--- config.mk ---
export PLATFORM = sky130hd
export DESIGN_NAME = six_bit_mul_flat
export DESIGN_NICKNAME = d
export VERILOG_FILES = /design/src/rtl/six_bit_mul_if.sv /design/src/rtl/six_bit_mul.sv /design/src/flat_wrapper.sv
export SDC_FILE = /design/constraint.sdc
export NUM_CORES = 1
export LEC_CHECK = 0
export CAP_MARGIN = 0
export CORE_ASPECT_RATIO = 0.6
export CORE_MARGIN = 4
export CORE_UTILIZATION = 50
export CTS_CLUSTER_DIAMETER = 100
export CTS_CLUSTER_SIZE = 14
export DETAILED_ROUTE_END_ITERATION = 16
export PLACE_DENSITY = 0.86
export SLEW_MARGIN = 20
export SYNTH_ARGS = -nofsm -noshare
export SYNTH_HDL_FRONTEND = slang
export SYNTH_SLANG_ARGS = --single-unit
--- constraint.sdc ---
create_clock -name clk -period 2.3 [get_ports clk]
set_input_delay 0.69 -clock clk [delete_from_list [all_inputs] [get_ports clk]]
set_output_delay 0.69 -clock clk [all_outputs]
set_load 0.02 [all_outputs]
--- src/rtl/six_bit_mul_if.sv ---
// Start/done handshake bundle for the sequential 6x6 multiplier.
// The master drives the operands and start; the slave returns the result and status.
interface six_bit_mul_if #(
    parameter int WIDTH = 6
);
    logic             start;
    logic [WIDTH-1:0] ain;
    logic [WIDTH-1:0] bin;
    logic [WIDTH-1:0] prod;
    logic             overflow;
    logic             busy;
    logic             done;

    modport master (
        output start, ain, bin,
        input  prod, overflow, busy, done
    );

    modport slave (
        input  start, ain, bin,
        output prod, overflow, busy, done
    );
endinterface

--- src/rtl/six_bit_mul.sv ---
// Sequential unsigned WIDTHxWIDTH shift-and-add multiplier, one multiplier bit per clock.
// Returns the low WIDTH bits of the product and flags any set bit above them.
//
// state | meaning
// IDLE  | waiting for start; result and flag held
// CALC  | accumulating one multiplier bit per edge
module six_bit_mul #(
    parameter int WIDTH = 6
) (
    input  logic         clk,
    input  logic         rst_n,
    six_bit_mul_if.slave bus
);
    localparam int CW = $clog2(WIDTH);

    typedef enum logic {
        IDLE,
        CALC
    } state_t;

    state_t             state, state_next;
    logic [2*WIDTH-1:0] mcand;
    logic [WIDTH-1:0]   mplier;
    logic [2*WIDTH-1:0] acc;
    logic [2*WIDTH-1:0] acc_next;
    logic [CW-1:0]      cnt;
    logic               last;
    logic [WIDTH-1:0]   prod_r;
    logic               overflow_r;
    logic               done_r;

    assign last     = (cnt == CW'(WIDTH - 1));
    assign acc_next = acc + (mplier[0] ? mcand : '0);

    always_ff @(posedge clk or negedge rst_n) begin
        if (!rst_n) begin
            state <= IDLE;
        end else begin
            state <= state_next;
        end
    end

    always_comb begin
        state_next = state;
        case (state)
            IDLE:    if (bus.start) state_next = CALC;
            CALC:    if (last) state_next = IDLE;
            default: state_next = IDLE;
        endcase
    end

    always_ff @(posedge clk or negedge rst_n) begin
        if (!rst_n) begin
            mcand      <= '0;
            mplier     <= '0;
            acc        <= '0;
            cnt        <= '0;
            prod_r     <= '0;
            overflow_r <= 1'b0;
            done_r     <= 1'b0;
        end else begin
            done_r <= 1'b0;
            case (state)
                IDLE: begin
                    if (bus.start) begin
                        mcand  <= {{WIDTH{1'b0}}, bus.ain};
                        mplier <= bus.bin;
                        acc    <= '0;
                        cnt    <= '0;
                    end
                end
                CALC: begin
                    acc    <= acc_next;
                    mcand  <= mcand << 1;
                    mplier <= mplier >> 1;
                    cnt    <= cnt + 1'b1;
                    // The final edge publishes the sum including its own partial product.
                    if (last) begin
                        prod_r     <= acc_next[WIDTH-1:0];
                        overflow_r <= |acc_next[2*WIDTH-1:WIDTH];
                        done_r     <= 1'b1;
                    end
                end
                default: ;
            endcase
        end
    end

    assign bus.prod     = prod_r;
    assign bus.overflow = overflow_r;
    assign bus.done     = done_r;
    assign bus.busy     = (state == CALC);
endmodule

--- src/flat_wrapper.sv ---
// flat-port wrapper written by rule: the top's interface ports become plain ports
module six_bit_mul_flat 
#(
    parameter int WIDTH = 6
)
  (clk, rst_n, bus_start, bus_ain, bus_bin, bus_prod, bus_overflow, bus_busy, bus_done);
  six_bit_mul_if #(.WIDTH(WIDTH)) bus_i ();
  input  logic clk;
  input  logic rst_n;
  input wire logic [$bits(bus_i.start)-1:0] bus_start;
  input wire logic [$bits(bus_i.ain)-1:0] bus_ain;
  input wire logic [$bits(bus_i.bin)-1:0] bus_bin;
  output wire logic [$bits(bus_i.prod)-1:0] bus_prod;
  output wire logic [$bits(bus_i.overflow)-1:0] bus_overflow;
  output wire logic [$bits(bus_i.busy)-1:0] bus_busy;
  output wire logic [$bits(bus_i.done)-1:0] bus_done;
  assign bus_i.start = bus_start;
  assign bus_i.ain = bus_ain;
  assign bus_i.bin = bus_bin;
  assign bus_prod = bus_i.prod;
  assign bus_overflow = bus_i.overflow;
  assign bus_busy = bus_i.busy;
  assign bus_done = bus_i.done;
  six_bit_mul #(.WIDTH(WIDTH)) u_core (.clk(clk), .rst_n(rst_n), .bus(bus_i));
endmodule
run_1/clock_map.png
Drawn at 3 px/µm.
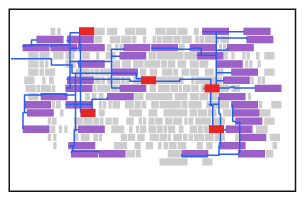
Key: clock wires = blue [length 490 µm]; flip-flops = purple [count 42]; cells driving clock nets = red [count 5]
There are 6 routed clock nets.
Clock Latency Late Sink: 290 ps
Layout Skew: 7.26 ps

run_1/cell_classes.png
Drawn at 3 px/µm.
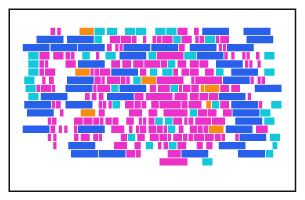
Key: all other logic = magenta [cells 178, share of their area 45%]; flip-flops = blue [cells 42, share of their area 38%]; other buffers and delay cells = cyan [cells 44, share of their area 14%]; clock drivers and dummy loads = orange [cells 8, share of their area 3.3%]
num rows: 18
flop share of the area: 0.365
core area: 0.00423 mm²
final instance area: 0.00288 mm²

run_1/registers.png
Drawn at 3 px/µm.
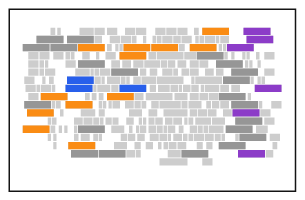
Key: u_core.bus.prod = purple [flops 6]; u_core.cnt = blue [flops 3]; u_core.mcand = orange [flops 12]
final core occ: 0.679
Reg area: 0.00105 mm²

==> impl_metrics.env, run 1 <==
# flow metrics
export IMPL_dieWidth_um=94.9
export IMPL_path_class="flop to flop"
export IMPL_clock_path_buffers=2
export IMPL_drtAntennaViolNets=0
export IMPL_setup_viol=3
export IMPL_final_cells=332
export IMPL_worstPathCellList="and2_1, ha_2, fa_2, a21o_1, a211oi_4, buf_6, a21oi_2, o311ai_4, nor4_2, a31oi_1"
export IMPL_cts_clk_slew_worst_paths_ps=80
export IMPL_postCtsHoldBufs=0
export IMPL_place_area_mm2=0.00268
export IMPL_yosysWarnings=0
export IMPL_slew_headroom=0.664
export IMPL_routed_wl_um=5440
export IMPL_setup_ws_ps=-214
export IMPL_hold_worst_slack_ps=444
export IMPL_synth_top_area_share=0.464
export IMPL_powerDensity_mw_per_mm2=1110
export IMPL_cp_end_kind="flop"
export IMPL_ys_cells=229
export IMPL_crit_buf_inv=1
export IMPL_cts_made_buffers=5
export IMPL_dp_cells=321
export IMPL_rsz0062_at_grt="true"
export IMPL_status="finished with violations"
export IMPL_grt_overflow_total=0
export IMPL_path_max_fanout=3
export IMPL_fillers=324
export IMPL_grt_pass1_vias=1729
export IMPL_edf_count=0
export IMPL_area_delta_synth_final_pct=26.9
export IMPL_nNetsFinal=300
export IMPL_vias=1876
export IMPL_pin_count=24
export IMPL_synth_top_cell_by_area="dfrtp_1"
export IMPL_warnings=30
export IMPL_yosys_area_mm2=0.00227
export IMPL_diodes=0
export IMPL_track_usage=0.200
export IMPL_cts_max_level=2
export IMPL_fin_crit_ps=2510
export IMPL_via_per_inst=5.65
export IMPL_die_y_um=60.1
export IMPL_antenna_found_initial=0
export IMPL_start_kind="flop"
export IMPL_hpwl_um=3930
export IMPL_cts_root_buf="clkbuf_8"
export IMPL_finalSetupTns_ps=-440
export IMPL_async_flop_share=1.00
export IMPL_critPathMaxStageDelay_ps=400
export IMPL_synth_net_count=258
export IMPL_violations="negative setup slack"
export IMPL_ys_ff=42
export IMPL_cp_top_family="AND-OR/OR-AND gates"
export IMPL_ys_seq_frac=0.464
## run 1: power by group
part | leakage [µW] | internal [µW] | switching [µW]
clock network | 0.0000482 | 242 | 243
registers | 0.000550 | 1020 | 229
logic | 0.000788 | 675 | 787
## run 1: registers in the layout (all words and copies together) (netlist names)
signal and flops:
u_core.bus.busy 1, u_core.acc 12, u_core.bus.prod 6, u_core.bus.done 1, u_core.cnt 3, u_core.bus.overflow 1
u_core.mplier 6, u_core.mcand 12
## run 1: cells in the final DEF (no fill, tap or decap), drive strengths merged, types with 2 or more instances in the layout
cell type	netlist	routed
inv	9	9
o221ai	2	2
xor2	4	4
nor2	6	6
ha	13	13
clkbuf	8	7
a21o	5	5
nand2	43	43
a31oi	3	3
and3	4	4
o21ai	24	24
nand3	3	3
mux2i	13	13
xnor2	6	6
o21a	2	2
dfrtp	42	42
a21oi	6	6
nand4	3	3
clkdlybuf4s50	0	22
a22o	10	10
and2	11	11
buf	1	22
## run 1: Yosys cell counts, types with 4 or more instances
master    instances
a21o_1            5
a21oi_1           6
a22o_1           10
and2_1           11
clkbuf_1          8
dfrtp_1          42
ha_1             13
inv_1             8
mux2i_1          13
nand2_1          43
nor2_1            6
o21ai_0          20
xnor2_1           6
xor2_1            4
## run 1: per-stage QoR
stage	setup WS (ps)	total power [µW]
floorplan	-74.7	2060
global placement	20.2	2550
detailed placement	-86.5	2610
CTS	-65.2	3100
global route	-272	3440
finish	-214	3200
## run 1: final timing paths
kind                                         start             endpoint  slack [ps]  cells after the start
worst max-delay path              u_core.mplier[0]  u_core.bus.overflow        -210                     10
worst min-delay path                         rst_n   u_core.bus.prod[5]         440                      2
worst max register to register    u_core.mplier[0]  u_core.bus.overflow        -210                     10
worst min register to register  u_core.bus.prod[3]   u_core.bus.prod[3]         480                      2
max in group asynchronous                    rst_n       u_core.acc[11]        1500                      2
min in group clk                u_core.bus.prod[3]   u_core.bus.prod[3]         480                      2
## run 1: area by class of cell
class                           instances  share of cell area
Clock inverter                          1             0.00174
Tap cell                               60              0.0261
Inverter                                9              0.0117
Sequential cell                        42               0.365
Timing Repair Buffer                   44               0.134
Clock buffer                            7              0.0300
Multi-Input combinational cell        169               0.431
## run 1: timing repair
item	CTS	global route
pin swaps	1	11
endpoints found under the setup margin	2	5
gates resized	2	11
buffers inserted	0	4
## run 1: per-layer routing
layer / up-vias / GRT usage / wire, µm
met5: - / 0 / 0
met4: 0 / 0.0534 / 50
met3: 7 / 0.0553 / 453
met2: 80 / 0.283 / 2310
met1: 910 / 0.299 / 2620
li1: 879 / - / -
## run 1: cell families (layout without fill, tap and decap cells)
logic type,after synthesis,count (layout),share of synthesized area
AND/OR/NAND/NOR,74,74,0.152
multiplexers,14,14,0.0624
AND-OR/OR-AND,57,57,0.172
XOR/XNOR,10,10,0.0387
buffers and inverters,18,61,0.0304
adder cells (fa/ha/maj),14,14,0.0806
flip-flops,42,42,0.464
run_1/final_placement.png
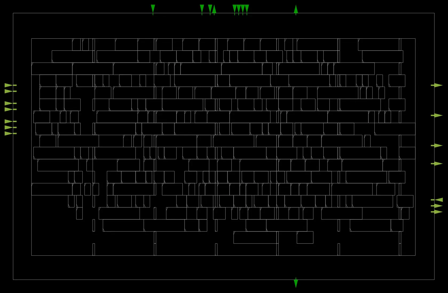

==> run 2, diff against run 1 <==
SKIP_CTS_REPAIR_TIMING = 1   (was not set)
run_2/final_placement.png
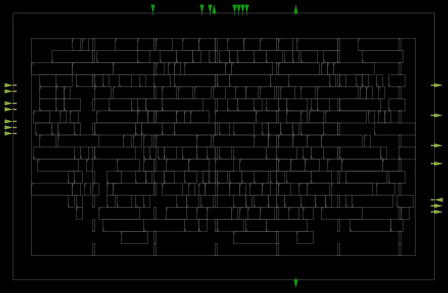
Fillers: 333
flip-flops: 42

run_2/registers.png
Drawn at 3 px/µm.
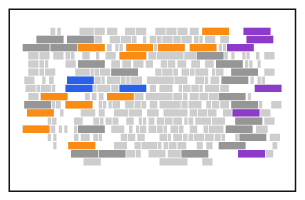
Key: u_core.cnt = blue [flops 3]; u_core.bus.prod = purple [flops 6]; u_core.mcand = orange [flops 12]
Another 21 sequential cells are not colored.
flop share of the area: 0.365
seq pwr: 1250 µW
final core occ: 0.680

==> impl_metrics.env, run 2 <==
# flow metrics
export IMPL_status="finished with violations"
export IMPL_violations="negative setup slack"
export IMPL_fin_crit_ps=2470
export IMPL_worstPathCellList="buf_4, and2_4, fa_2, a21o_1, a211oi_4, nand4b_1, o311ai_4, nor4_2, a31oi_1"
export IMPL_hold_worst_slack_ps=449
export IMPL_timing_fmax_mhz=405
export IMPL_synth_top_area_share=0.464
export IMPL_pin_count=24
export IMPL_ys_ff=42
export IMPL_vias=1871
export IMPL_worstSkewPairLatency_ps=290
export IMPL_synthMostInstantiatedCell="nand2_1"
export IMPL_yosysWarnings=0
export IMPL_post_route_drc_count=0
export IMPL_rows=18
export IMPL_synth_top_cell_by_area="dfrtp_1"
export IMPL_setup_viol=4
export IMPL_powerDensity_mw_per_mm2=1120
export IMPL_diodes=0
export IMPL_antenna_found_initial=0
export IMPL_routed_wl_um=5560
export IMPL_lay_top_cells="nand2_1 (43), dfrtp_1 (42), clkdlybuf4s50_1 (22), o21ai_0 (20), buf_4 (18)"
export IMPL_crit_buf_inv=1
export IMPL_die_y_um=60.1
export IMPL_cp_top_family="AND-OR/OR-AND gates"
export IMPL_final_cells=331
export IMPL_setup_ws_ps=-170
export IMPL_design_area_mm2=0.00288
export IMPL_mostFrequentLayoutCell="nand2_1"
export IMPL_synth_area_mm2=0.00227
export IMPL_reg_top3="u_core.acc: 12 flops, u_core.mcand: 12 flops"
export IMPL_cp_startpoint="u_core.mplier[0]"
export IMPL_rsz0062_at_grt="true"
export IMPL_cts_root_buf="clkbuf_8"
export IMPL_edf_count=0
export IMPL_dieWidth_um=94.9
export IMPL_via_per_inst=5.65
export IMPL_cts_clk_slew_worst_paths_ps=80
export IMPL_yosys_area_mm2=0.00227
export IMPL_avgSynthCellArea_um2=9.89
export IMPL_nNetsFinal=299
export IMPL_ys_cells=229
export IMPL_coreArea_mm2=0.00423
export IMPL_syn_instance_count=229
export IMPL_cts_made_buffers=5
export IMPL_start_kind="flop"
export IMPL_skew_ps=7.43
export IMPL_ys_seq_frac=0.464
export IMPL_path_max_fanout=4
export IMPL_drtAntennaViolNets=0
export IMPL_grt_pass1_vias=1723
export IMPL_critPathMaxStageDelay_ps=410
export IMPL_path_class="flop to flop"
export IMPL_cp_end_kind="flop"
export IMPL_hpwl_um=3930
export IMPL_async_flop_share=1.00
export IMPL_track_usage=0.200
export IMPL_slew_headroom=0.661
export IMPL_synth_net_count=258
export IMPL_warnings=29
export IMPL_cts_max_level=2
run 2: where the power goes:
part | leakage, µW | internal [µW] | switching, µW
logic | 0.000791 | 684 | 798
clock network | 0.0000482 | 242 | 239
registers | 0.000550 | 1020 | 227
total | 0.00139 | 1950 | 1260
run 2: final cells by class:
cell class                 instances  area [µm²]  share of cell area
clock buffer                       7        86.3              0.0300
clock inverter                     1        5.00             0.00174
inverter                           9        33.8              0.0117
multi-input combinational        169        1250               0.433
sequential                        42        1050               0.365
tap                               60        75.1              0.0261
timing repair buffer              43         383               0.133
run 2: layer usage:
metal / track usage / vias to the layer above / routed length [µm]
li1: - / 880 / -
met1: 0.299 / 884 / 2580
met2: 0.282 / 102 / 2410
met3: 0.0553 / 5 / 517
met4: 0.0534 / 0 / 54
met5: 0 / - / 0
run 2: final timing paths:
path                                            end  slack [ps]  depth (start not counted)
min in group clk                 u_core.bus.prod[3]         480                          2
worst min-delay path             u_core.bus.prod[5]         450                          2
worst min register to register   u_core.bus.prod[3]         480                          2
worst max-delay path            u_core.bus.overflow        -170                          9
worst max register to register  u_core.bus.overflow        -170                          9
max in group asynchronous            u_core.acc[11]        1500                          2
run 2: metrics by stage:
step / util / setup slack [ps] / total power (µW) / TNS (ps)
after CTS: 0.653 / -98.5 / 3100 / -114
after global placement: 0.632 / 20.2 / 2550 / 0
after floorplan: - / -74.7 / 2060 / -74.7
final: 0.680 / -170 / 3210 / -335
after global routing: 0.680 / -244 / 3440 / -644
after detailed placement: 0.632 / -86.5 / 2610 / -86.5
run 2: cells by family (layout without fill, tap and decap cells):
group	after synthesis	in the layout	share of synthesized area
and+or+nand+nor	74	74	0.152
AOI/OAI and AO/OA	57	57	0.172
DFF	42	42	0.464
buffers and inverters	18	60	0.0304
adders and majority gates	14	14	0.0806
muxes	14	14	0.0624
xor gates and xnor gates	10	10	0.0387
run_2/cell_classes.png
Drawn at 3 px/µm.
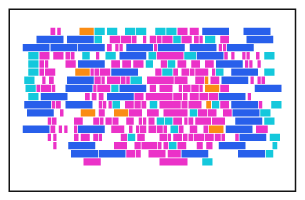

==> run 3, diff against run 2 <==
PLACE_DENSITY = 0.83   (was 0.86)
clock period = 2.5 ns   (was 2.3 ns; I/O delays follow)
run_3/cell_classes.png
Drawn at 3 px/µm.
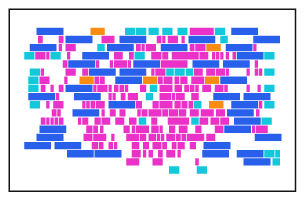
Key: clock drivers and dummy loads = orange [cells 6, share of their area 3.1%]; other buffers and delay cells = cyan [cells 33, share of their area 11%]; flip-flops = blue [cells 42, share of their area 40%]; all other logic = magenta [cells 178, share of their area 46%]
flop share of the area: 0.387
final core occ: 0.642

==> impl_metrics.env, run 3 <==
# flow metrics
export IMPL_status="completed"
export IMPL_yosysWarnings=0
export IMPL_synth_top_area_share=0.464
export IMPL_via_per_inst=5.42
export IMPL_track_usage=0.183
export IMPL_hpwl_um=3690
export IMPL_die_y_um=60.1
export IMPL_dp_cells=309
export IMPL_path_class="flop to flop"
export IMPL_antenna_found_initial=0
export IMPL_rsz0062_at_grt="true"
export IMPL_ys_seq_frac=0.464
export IMPL_post_route_drc_count=0
export IMPL_nNetsFinal=289
export IMPL_yosys_area_mm2=0.00227
export IMPL_final_cells=319
export IMPL_cp_top_family="AND-OR/OR-AND gates"
export IMPL_worstSkewPairLatency_ps=280
export IMPL_dieWidth_um=94.9
export IMPL_crit_buf_inv=1
export IMPL_cts_made_buffers=5
export IMPL_grt_overflow_total=0
export IMPL_coreArea_mm2=0.00423
export IMPL_diodes=0
export IMPL_design_area_mm2=0.00272
export IMPL_ys_ff=42
export IMPL_synth_area_mm2=0.00227
export IMPL_cts_clk_slew_worst_paths_ps=70
export IMPL_fp_util=0.535
export IMPL_powerDensity_mw_per_mm2=1000
export IMPL_dp_slack_ps=-55.7
export IMPL_rows=18
export IMPL_async_flop_share=1.00
export IMPL_avgSynthCellArea_um2=9.89
export IMPL_synth_top_cell_by_area="dfrtp_1"
export IMPL_skew_ps=6.15
export IMPL_critPathMaxStageDelay_ps=400
export IMPL_area_delta_synth_final_pct=20.0
export IMPL_synth_net_count=258
export IMPL_path_max_fanout=11
export IMPL_syn_instance_count=229
export IMPL_setup_viol=0
export IMPL_cts_max_level=2
export IMPL_place_area_mm2=0.00258
export IMPL_grt_pass1_vias=1645
export IMPL_reg_top3="u_core.acc: 12 flops, u_core.mcand: 12 flops"
export IMPL_setup_ws_ps=81.9
export IMPL_start_kind="flop"
export IMPL_cts_root_buf="clkbuf_8"
export IMPL_lay_top_cells="nand2_1 (43), dfrtp_1 (42), clkdlybuf4s50_1 (22), o21ai_0 (20), mux2i_1 (13)"
export IMPL_clock_path_buffers=2
export IMPL_fin_crit_ps=2420
export IMPL_ys_cells=229
export IMPL_synthMostInstantiatedCell="nand2_1"
export IMPL_cp_end_kind="flop"
export IMPL_drtAntennaViolNets=0
run_3/registers.png
Drawn at 3 px/µm.
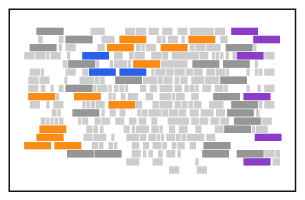
Key: u_core.cnt = blue [flops 3]; u_core.bus.prod = purple [flops 6]; u_core.mcand = orange [flops 12]
seq pwr: 1140 µW

run 3: cell types whose count changed in the layout (fill, tap and decap cells not counted), sizes merged:
| cell | previous run | this run |
|---|---|---|
| clkbuf | 7 | 6 |
| buf | 21 | 11 |
| clkinv | 1 | 0 |
run 3: area by class of cell:
cell class                      instances  area [µm²]
Fill cell                             354        1520
Clock buffer                            6        82.6
Multi-Input combinational cell        169        1180
Sequential cell                        42        1050
Inverter                                9        33.8
Tap cell                               60        75.1
Timing Repair Buffer                   33         300
run 3: worst reg2reg max path, stage by stage, from the launching register on:
cell and delay (ps):
dfrtp_1 400, buf_4 170, and2_1 160, ha_1 340
and3_4 210, o21ai_2 190, a31oi_1 110, o21a_1 190
or3_1 310, a31o_1 220
run 3: power breakdown:
part	switching (µW)	internal (µW)	total (µW)
registers	198	940	1140
logic	657	515	1170
clock network	203	213	416
run 3: final timing paths:
check,slack (ps),from,end,cells after the start
setup / recovery,80,u_core.mplier[0],u_core.acc[9],9
hold / removal,470,u_core.bus.prod[3],u_core.bus.prod[3],2
setup reg to reg,80,u_core.mplier[0],u_core.acc[9],9
hold reg to reg,470,u_core.bus.prod[3],u_core.bus.prod[3],2
max in group asynchronous,1610,rst_n,u_core.mcand[10],2
min in group asynchronous,520,rst_n,u_core.bus.prod[5],2
run 3: cell families after synthesis:
kind of cell,Yosys count,share of synthesized area
simple gates,74,0.152
xor+xnor,10,0.0387
mux,14,0.0624
flops,42,0.464
compound gates,57,0.172
fa+ha+maj,14,0.0806
buf+inv,18,0.0304
run 3: through the flow:
step,power (µW),TNS [ps]
2_1_floorplan,1880,0
3_3_place_gp,2240,0
3_5_place_dp,2290,-55.7
4_1_cts,2710,-51.3
5_1_grt,2940,-22.6
6_report,2730,0
run 3: per-layer routing:
metal | share of wire | vias to the layer above | global-route usage
met2 | 0.42 | 62 | 0.258
met1 | 0.50 | 807 | 0.281
met5 | 0 | - | 0
li1 | - | 859 | -
met3 | 0.083 | 2 | 0.0516
met4 | 0.0012 | 0 | 0.0329
Power is estimated from default activity; no workload was simulated.
